Fig. 1: signal wires by layer
Only two layers are drawn.
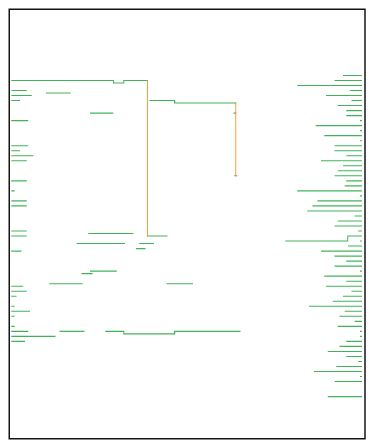
Fig. 2: register map, names as in the netlist
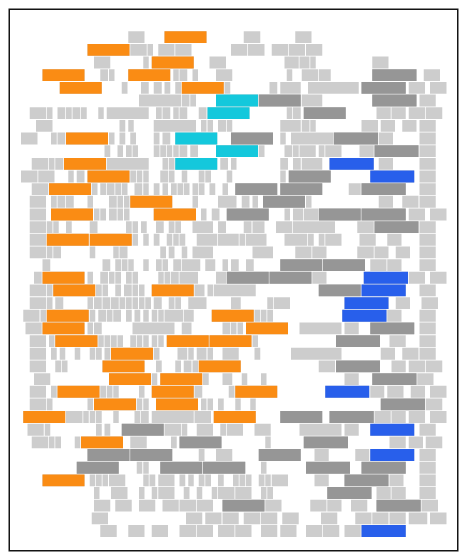
Fig. 3: cell outlines without signal wires
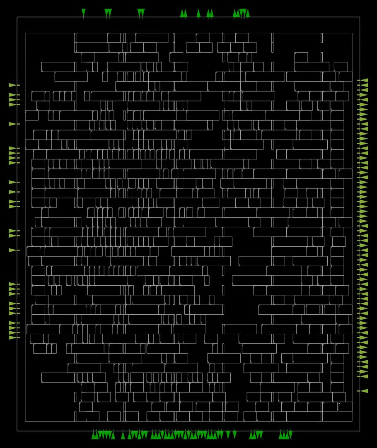
Fig. 4: port wiring
Scale bar: 20 um.
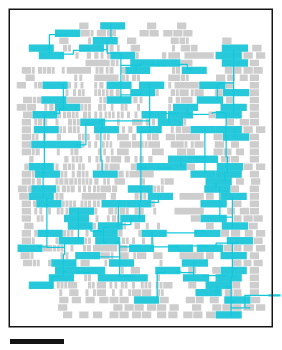
===== src/rtl/plane_scheduler.sv =====
// Plane scheduler: walks one pixel job across NZ wall planes through a shared
// validity checker, keeps the first (lowest-plane) hit, and hands back a result.
module plane_scheduler #(
    parameter int NZ  = 8,
    parameter int LAT = 1
) (
    input  logic                clk,
    input  logic                rst_n,
    input  logic                start_valid,
    output logic                start_ready,
    input  logic [9:0]          start_p,
    input  logic [5*NZ-1:0]     wall_bank,
    output logic                chk_go,
    output logic [4:0]          chk_wall,
    output logic [2:0]          chk_plane,
    output logic [9:0]          chk_p,
    input  logic                chk_en,
    input  logic signed [9:0]   chk_x,
    input  logic signed [9:0]   chk_y,
    input  logic signed [9:0]   chk_z,
    output logic                res_valid,
    input  logic                res_ready,
    output logic                res_hit,
    output logic [9:0]          res_p,
    output logic [2:0]          res_plane,
    output logic signed [9:0]   res_x,
    output logic signed [9:0]   res_y,
    output logic signed [9:0]   res_z
);

    typedef enum logic [1:0] {
        S_IDLE,
        S_ISSUE,
        S_DRAIN,
        S_RESULT
    } state_t;

    localparam logic [2:0] LAST_PLANE = 3'(NZ - 1);

    state_t                 r_state;
    state_t                 w_state_next;

    logic [5*NZ-1:0]        r_bank;
    logic                   r_chk_go;
    logic [4:0]             r_chk_wall;
    logic [2:0]             r_chk_plane;
    logic [9:0]             r_chk_p;

    // In-flight tags: entry LAT-1 is the issue whose response is due this cycle.
    logic [LAT-1:0]         r_if_vld;
    logic [2:0]             r_if_tag [LAT];

    logic                   r_res_hit;
    logic [9:0]             r_res_p;
    logic [2:0]             r_res_plane;
    logic signed [9:0]      r_res_x;
    logic signed [9:0]      r_res_y;
    logic signed [9:0]      r_res_z;

    logic                   w_accept;
    logic                   w_due;
    logic                   w_cap;
    logic                   w_older;
    logic                   w_issue_next;
    logic [2:0]             w_next_plane;
    logic [4:0]             w_next_wall;

    assign w_accept     = (r_state == S_IDLE) && start_valid;
    assign w_due        = r_if_vld[LAT-1];
    // Only the first qualified hit of a job is kept; res_hit doubles as the "already hit" flag.
    assign w_cap        = w_due && chk_en && !r_res_hit &&
                          ((r_state == S_ISSUE) || (r_state == S_DRAIN));
    assign w_issue_next = (r_state == S_ISSUE) && !w_cap && (r_chk_plane != LAST_PLANE);
    assign w_next_plane = r_chk_plane + 3'd1;

    // w_older: responses still outstanding behind the one due this cycle.
    generate
        if (LAT > 1) begin : g_older
            assign w_older = |r_if_vld[LAT-2:0];
        end else begin : g_no_older
            assign w_older = 1'b0;
        end
    endgenerate

    // Select the latched wall mask of the next plane (never past NZ-1).
    always_comb begin
        w_next_wall = 5'd0;
        for (int k = 0; k < NZ; k++) begin
            if (w_next_plane == 3'(k)) begin
                w_next_wall = r_bank[5*k +: 5];
            end
        end
    end

    // Next-state logic for the job sequencer.
    always_comb begin
        w_state_next = r_state;
        case (r_state)
            S_IDLE: begin
                if (start_valid) begin
                    w_state_next = S_ISSUE;
                end
            end
            S_ISSUE: begin
                if (w_cap) begin
                    w_state_next = (r_chk_go || w_older) ? S_DRAIN : S_RESULT;
                end else if (r_chk_plane == LAST_PLANE) begin
                    w_state_next = S_DRAIN;
                end
            end
            S_DRAIN: begin
                if (!w_older) begin
                    w_state_next = S_RESULT;
                end
            end
            S_RESULT: begin
                if (res_ready) begin
                    w_state_next = S_IDLE;
                end
            end
            default: w_state_next = S_IDLE;
        endcase
    end

    // State register.
    always_ff @(posedge clk or negedge rst_n) begin
        if (!rst_n) begin
            r_state <= S_IDLE;
        end else begin
            r_state <= w_state_next;
        end
    end

    // Issue port: job latch on accept, then one plane per cycle until hit or last plane.
    always_ff @(posedge clk or negedge rst_n) begin
        if (!rst_n) begin
            r_bank      <= '0;
            r_chk_go    <= 1'b0;
            r_chk_wall  <= 5'd0;
            r_chk_plane <= 3'd0;
            r_chk_p     <= 10'd0;
        end else if (w_accept) begin
            r_bank      <= wall_bank;
            r_chk_go    <= 1'b1;
            r_chk_wall  <= wall_bank[4:0];
            r_chk_plane <= 3'd0;
            r_chk_p     <= start_p;
        end else if (w_issue_next) begin
            r_chk_go    <= 1'b1;
            r_chk_wall  <= w_next_wall;
            r_chk_plane <= w_next_plane;
        end else begin
            r_chk_go    <= 1'b0;
        end
    end

    // In-flight shift register: each stage ages the plane tag of one issue by a cycle.
    generate
        for (genvar gi = 0; gi < LAT; gi++) begin : g_inflight
            if (gi == 0) begin : g_head
                always_ff @(posedge clk or negedge rst_n) begin
                    if (!rst_n) begin
                        r_if_vld[0] <= 1'b0;
                        r_if_tag[0] <= 3'd0;
                    end else begin
                        r_if_vld[0] <= r_chk_go;
                        r_if_tag[0] <= r_chk_plane;
                    end
                end
            end else begin : g_tail
                always_ff @(posedge clk or negedge rst_n) begin
                    if (!rst_n) begin
                        r_if_vld[gi] <= 1'b0;
                        r_if_tag[gi] <= 3'd0;
                    end else begin
                        r_if_vld[gi] <= r_if_vld[gi-1];
                        r_if_tag[gi] <= r_if_tag[gi-1];
                    end
                end
            end
        end
    endgenerate

    // Result registers: defaults on job accept, overwritten once by the first hit.
    always_ff @(posedge clk or negedge rst_n) begin
        if (!rst_n) begin
            r_res_hit   <= 1'b0;
            r_res_p     <= 10'd0;
            r_res_plane <= 3'd0;
            r_res_x     <= 10'h3FF;
            r_res_y     <= 10'h3FF;
            r_res_z     <= 10'h3FF;
        end else if (w_accept) begin
            r_res_hit   <= 1'b0;
            r_res_p     <= start_p;
            r_res_plane <= 3'd0;
            r_res_x     <= 10'h3FF;
            r_res_y     <= 10'h3FF;
            r_res_z     <= 10'h3FF;
        end else if (w_cap) begin
            r_res_hit   <= 1'b1;
            r_res_plane <= r_if_tag[LAT-1];
            r_res_x     <= chk_x;
            r_res_y     <= chk_y;
            r_res_z     <= chk_z;
        end
    end

    assign start_ready = (r_state == S_IDLE);
    assign res_valid   = (r_state == S_RESULT);
    assign chk_go      = r_chk_go;
    assign chk_wall    = r_chk_wall;
    assign chk_plane   = r_chk_plane;
    assign chk_p       = r_chk_p;
    assign res_hit     = r_res_hit;
    assign res_p       = r_res_p;
    assign res_plane   = r_res_plane;
    assign res_x       = r_res_x;
    assign res_y       = r_res_y;
    assign res_z       = r_res_z;

endmodule


===== config.mk =====
export PLATFORM = sky130hd
export DESIGN_NAME = plane_scheduler
export DESIGN_NICKNAME = d
export VERILOG_FILES = /design/src/rtl/plane_scheduler.sv
export SDC_FILE = /design/constraint.sdc
export NUM_CORES = 1
export LEC_CHECK = 0
export ABC_AREA = 1
export CAP_MARGIN = 10
export CORE_AREA = 2 2 94 114
export DETAILED_ROUTE_END_ITERATION = 8
export DIE_AREA = 0 0 96 116
export PLACE_DENSITY_LB_ADDON = 0.25
export SKIP_LAST_GASP = 1
export SLEW_MARGIN = 20
export SYNTH_ARGS = -nofsm -noshare
export SYNTH_HDL_FRONTEND = slang
export SYNTH_SLANG_ARGS = --single-unit

===== constraint.sdc =====
create_clock -name clk -period 4.1 [get_ports clk]
set_input_delay 0.615 -clock clk [delete_from_list [all_inputs] [get_ports clk]]
set_output_delay 0.615 -clock clk [all_outputs]
set_load 0.02 [all_outputs]

==> impl_metrics.xml <==
<?xml version="1.0" encoding="UTF-8"?>
<metrics>
  <group name="timing">
    <metric name="rsz0062_at_grt" unit="">false</metric>
    <metric name="worst_slew_pin_slew" unit="ns">0.997</metric>
    <metric name="finalCritPeriodShare" unit="">0.597</metric>
    <metric name="worst_slack" unit="ns">1.65</metric>
  </group>
  <group name="flow_run">
    <metric name="stage_log_warnings" unit="">32</metric>
  </group>
  <group name="die">
    <metric name="die_width" unit="um">96</metric>
    <metric name="fp_util" unit="">0.443</metric>
    <metric name="design.die.area" unit="mm2">0.0111</metric>
  </group>
  <group name="finish">
    <metric name="clock_buffers" unit="">13</metric>
    <metric name="non_clock_buffer_count" unit="">152</metric>
    <metric name="buffer_area_frac" unit="">0.241</metric>
    <metric name="postLayoutCellArea" unit="mm2">0.00628</metric>
    <metric name="final-clk-cell-share" unit="">0.0570</metric>
    <metric name="final_nets" unit="">712</metric>
    <metric name="layout.comb_gates.multi_input" unit="">299</metric>
    <metric name="layout_top_cells_excl_fill_tap" unit="">169 x sky130_fd_sc_hd__nand2_1, 148 x sky130_fd_sc_hd__clkdlybuf4s50_1, 69 x sky130_fd_sc_hd__dfrtp_1</metric>
    <metric name="multi_input_gate_share_of_the_layout_cell_area" unit="">0.241</metric>
  </group>
  <group name="status">
    <metric name="status" unit="">complete, no violations</metric>
  </group>
  <group name="grt">
    <metric name="groute.layer.met2.usage" unit="">0.325</metric>
    <metric name="global_route.overflow_total" unit="">0</metric>
    <metric name="gr_util_met1" unit="">0.231</metric>
  </group>
  <group name="synthesis">
    <metric name="seq_area_frac_synth" unit="">0.570</metric>
    <metric name="postSynthNetCount" unit="">577</metric>
  </group>
  <group name="worst_setup_path">
    <metric name="cp_slowest_cell" unit="">sky130_fd_sc_hd__nand2_1</metric>
    <metric name="required" unit="ns">4.32</metric>
    <metric name="cp.arrival" unit="ns">2.66</metric>
    <metric name="cp_common_cell" unit="">sky130_fd_sc_hd__inv_1</metric>
    <metric name="worstPathMaxFanout" unit="">46</metric>
  </group>
  <group name="placed_design">
    <metric name="pre_cts_ws" unit="ns">1.29</metric>
    <metric name="place_area" unit="mm2">0.00592</metric>
  </group>
  <group name="routing">
    <metric name="wl_met3" unit="um">662</metric>
    <metric name="drt_first_iter_violations" unit="">178</metric>
  </group>
  <group name="power">
    <metric name="vdd.ir_drop.worst" unit="V">0.000279</metric>
    <metric name="leakage" unit="nW">2.93</metric>
  </group>
  <group name="clocking">
    <metric name="clock_tree.root_cell" unit="">sky130_fd_sc_hd__clkbuf_16</metric>
  </group>
</metrics>
## Picture notes: Fig. 1
| layer | colour | wire length |
|---|---|---|
| M3 | green | 663 um |
| M4 | orange | 61.9 um |
detailed-route wire length per cell: 13.5 um
Vias: 3593
wire length reported by the detailed router: 10100 um
GR Util All Layers: 0.186

## Picture notes: Fig. 2
| netlist name | colour | sequential cells |
|---|---|---|
| res_z | blue | 10 |
| r_bank | orange | 40 |
| chk_wall | cyan | 5 |
not coloured: 44
register area: 0.00251 mm2
share of the final layout cell area in sequential cells: 0.401
sequential power: 1.80 mW
utilization of the core after routing: 0.630

## Picture notes: Fig. 3
tally of non-filler cells in the final layout: 749
tapcell count: 126

## Picture notes: Fig. 4
| port | colour | direction | edge | end cells | buffers | wire |
|---|---|---|---|---|---|---|
| rst_n | cyan | input | right | 99 | 2 | 686 um |
number of ports placed on the die boundary: 150
# port buffers: 149

[cell usage after synthesis (all sizes together)]
library cell / number / area [um2]
nand2: 172 / 663
dfrtp: 69 / 1730
inv: 57 / 221
o21ai: 41 / 205
dfstp: 30 / 788
o22a: 30 / 263
buf: 23 / 149
nor2: 15 / 73.8
a21oi: 14 / 70.1
ha: 9 / 113
nand4: 6 / 43.8
clkbuf: 5 / 18.8
o22ai: 4 / 25.0
a22o: 3 / 26.3
nand3: 3 / 15.0
nor3: 1 / 5.00
o221ai: 1 / 8.76
[flip-flops by register name (all words and copies together), names as in the netlist]
register / flops
r_bank: 40
res_p: 10
res_x: 10
res_y: 10
res_z: 10
chk_wall: 5
chk_plane: 3
r_if_tag: 3
res_plane: 3
r_state: 2
chk_go: 1
r_if_vld: 1
res_hit: 1
[cells by family after synthesis]
group | share of synthesized area
and+or+nand+nor | 0.181
DFF | 0.570
AOI/OAI and AO/OA | 0.135
buffers and inverters | 0.0881
adders and majority gates | 0.0255
[path summary, 6_finish.rpt]
path	start	end	slack, ns	depth (start not counted)
max in group asynchronous	rst_n	res_x[2]	2.98	2
min	rst_n	res_p[9]	0.31	1
max reg2reg	r_state[1]	res_plane[0]	1.65	7
min reg2reg	chk_go	r_if_vld	0.42	0
min in group clk	chk_go	r_if_vld	0.42	0
max	r_state[1]	res_plane[0]	1.65	7
[power groups by stage]
stage	Clock, mW	Sequential (mW)	Combinational (mW)
final	0.970	1.80	2.42
after global routing	1.04	1.85	2.68
after detailed placement	0	1.82	2.43
after CTS	0.994	1.81	2.45
after floorplan	0	2.09	1.26
after global placement	0	1.80	2.38
No activity file was given, so power comes from the tool's default toggle rates.
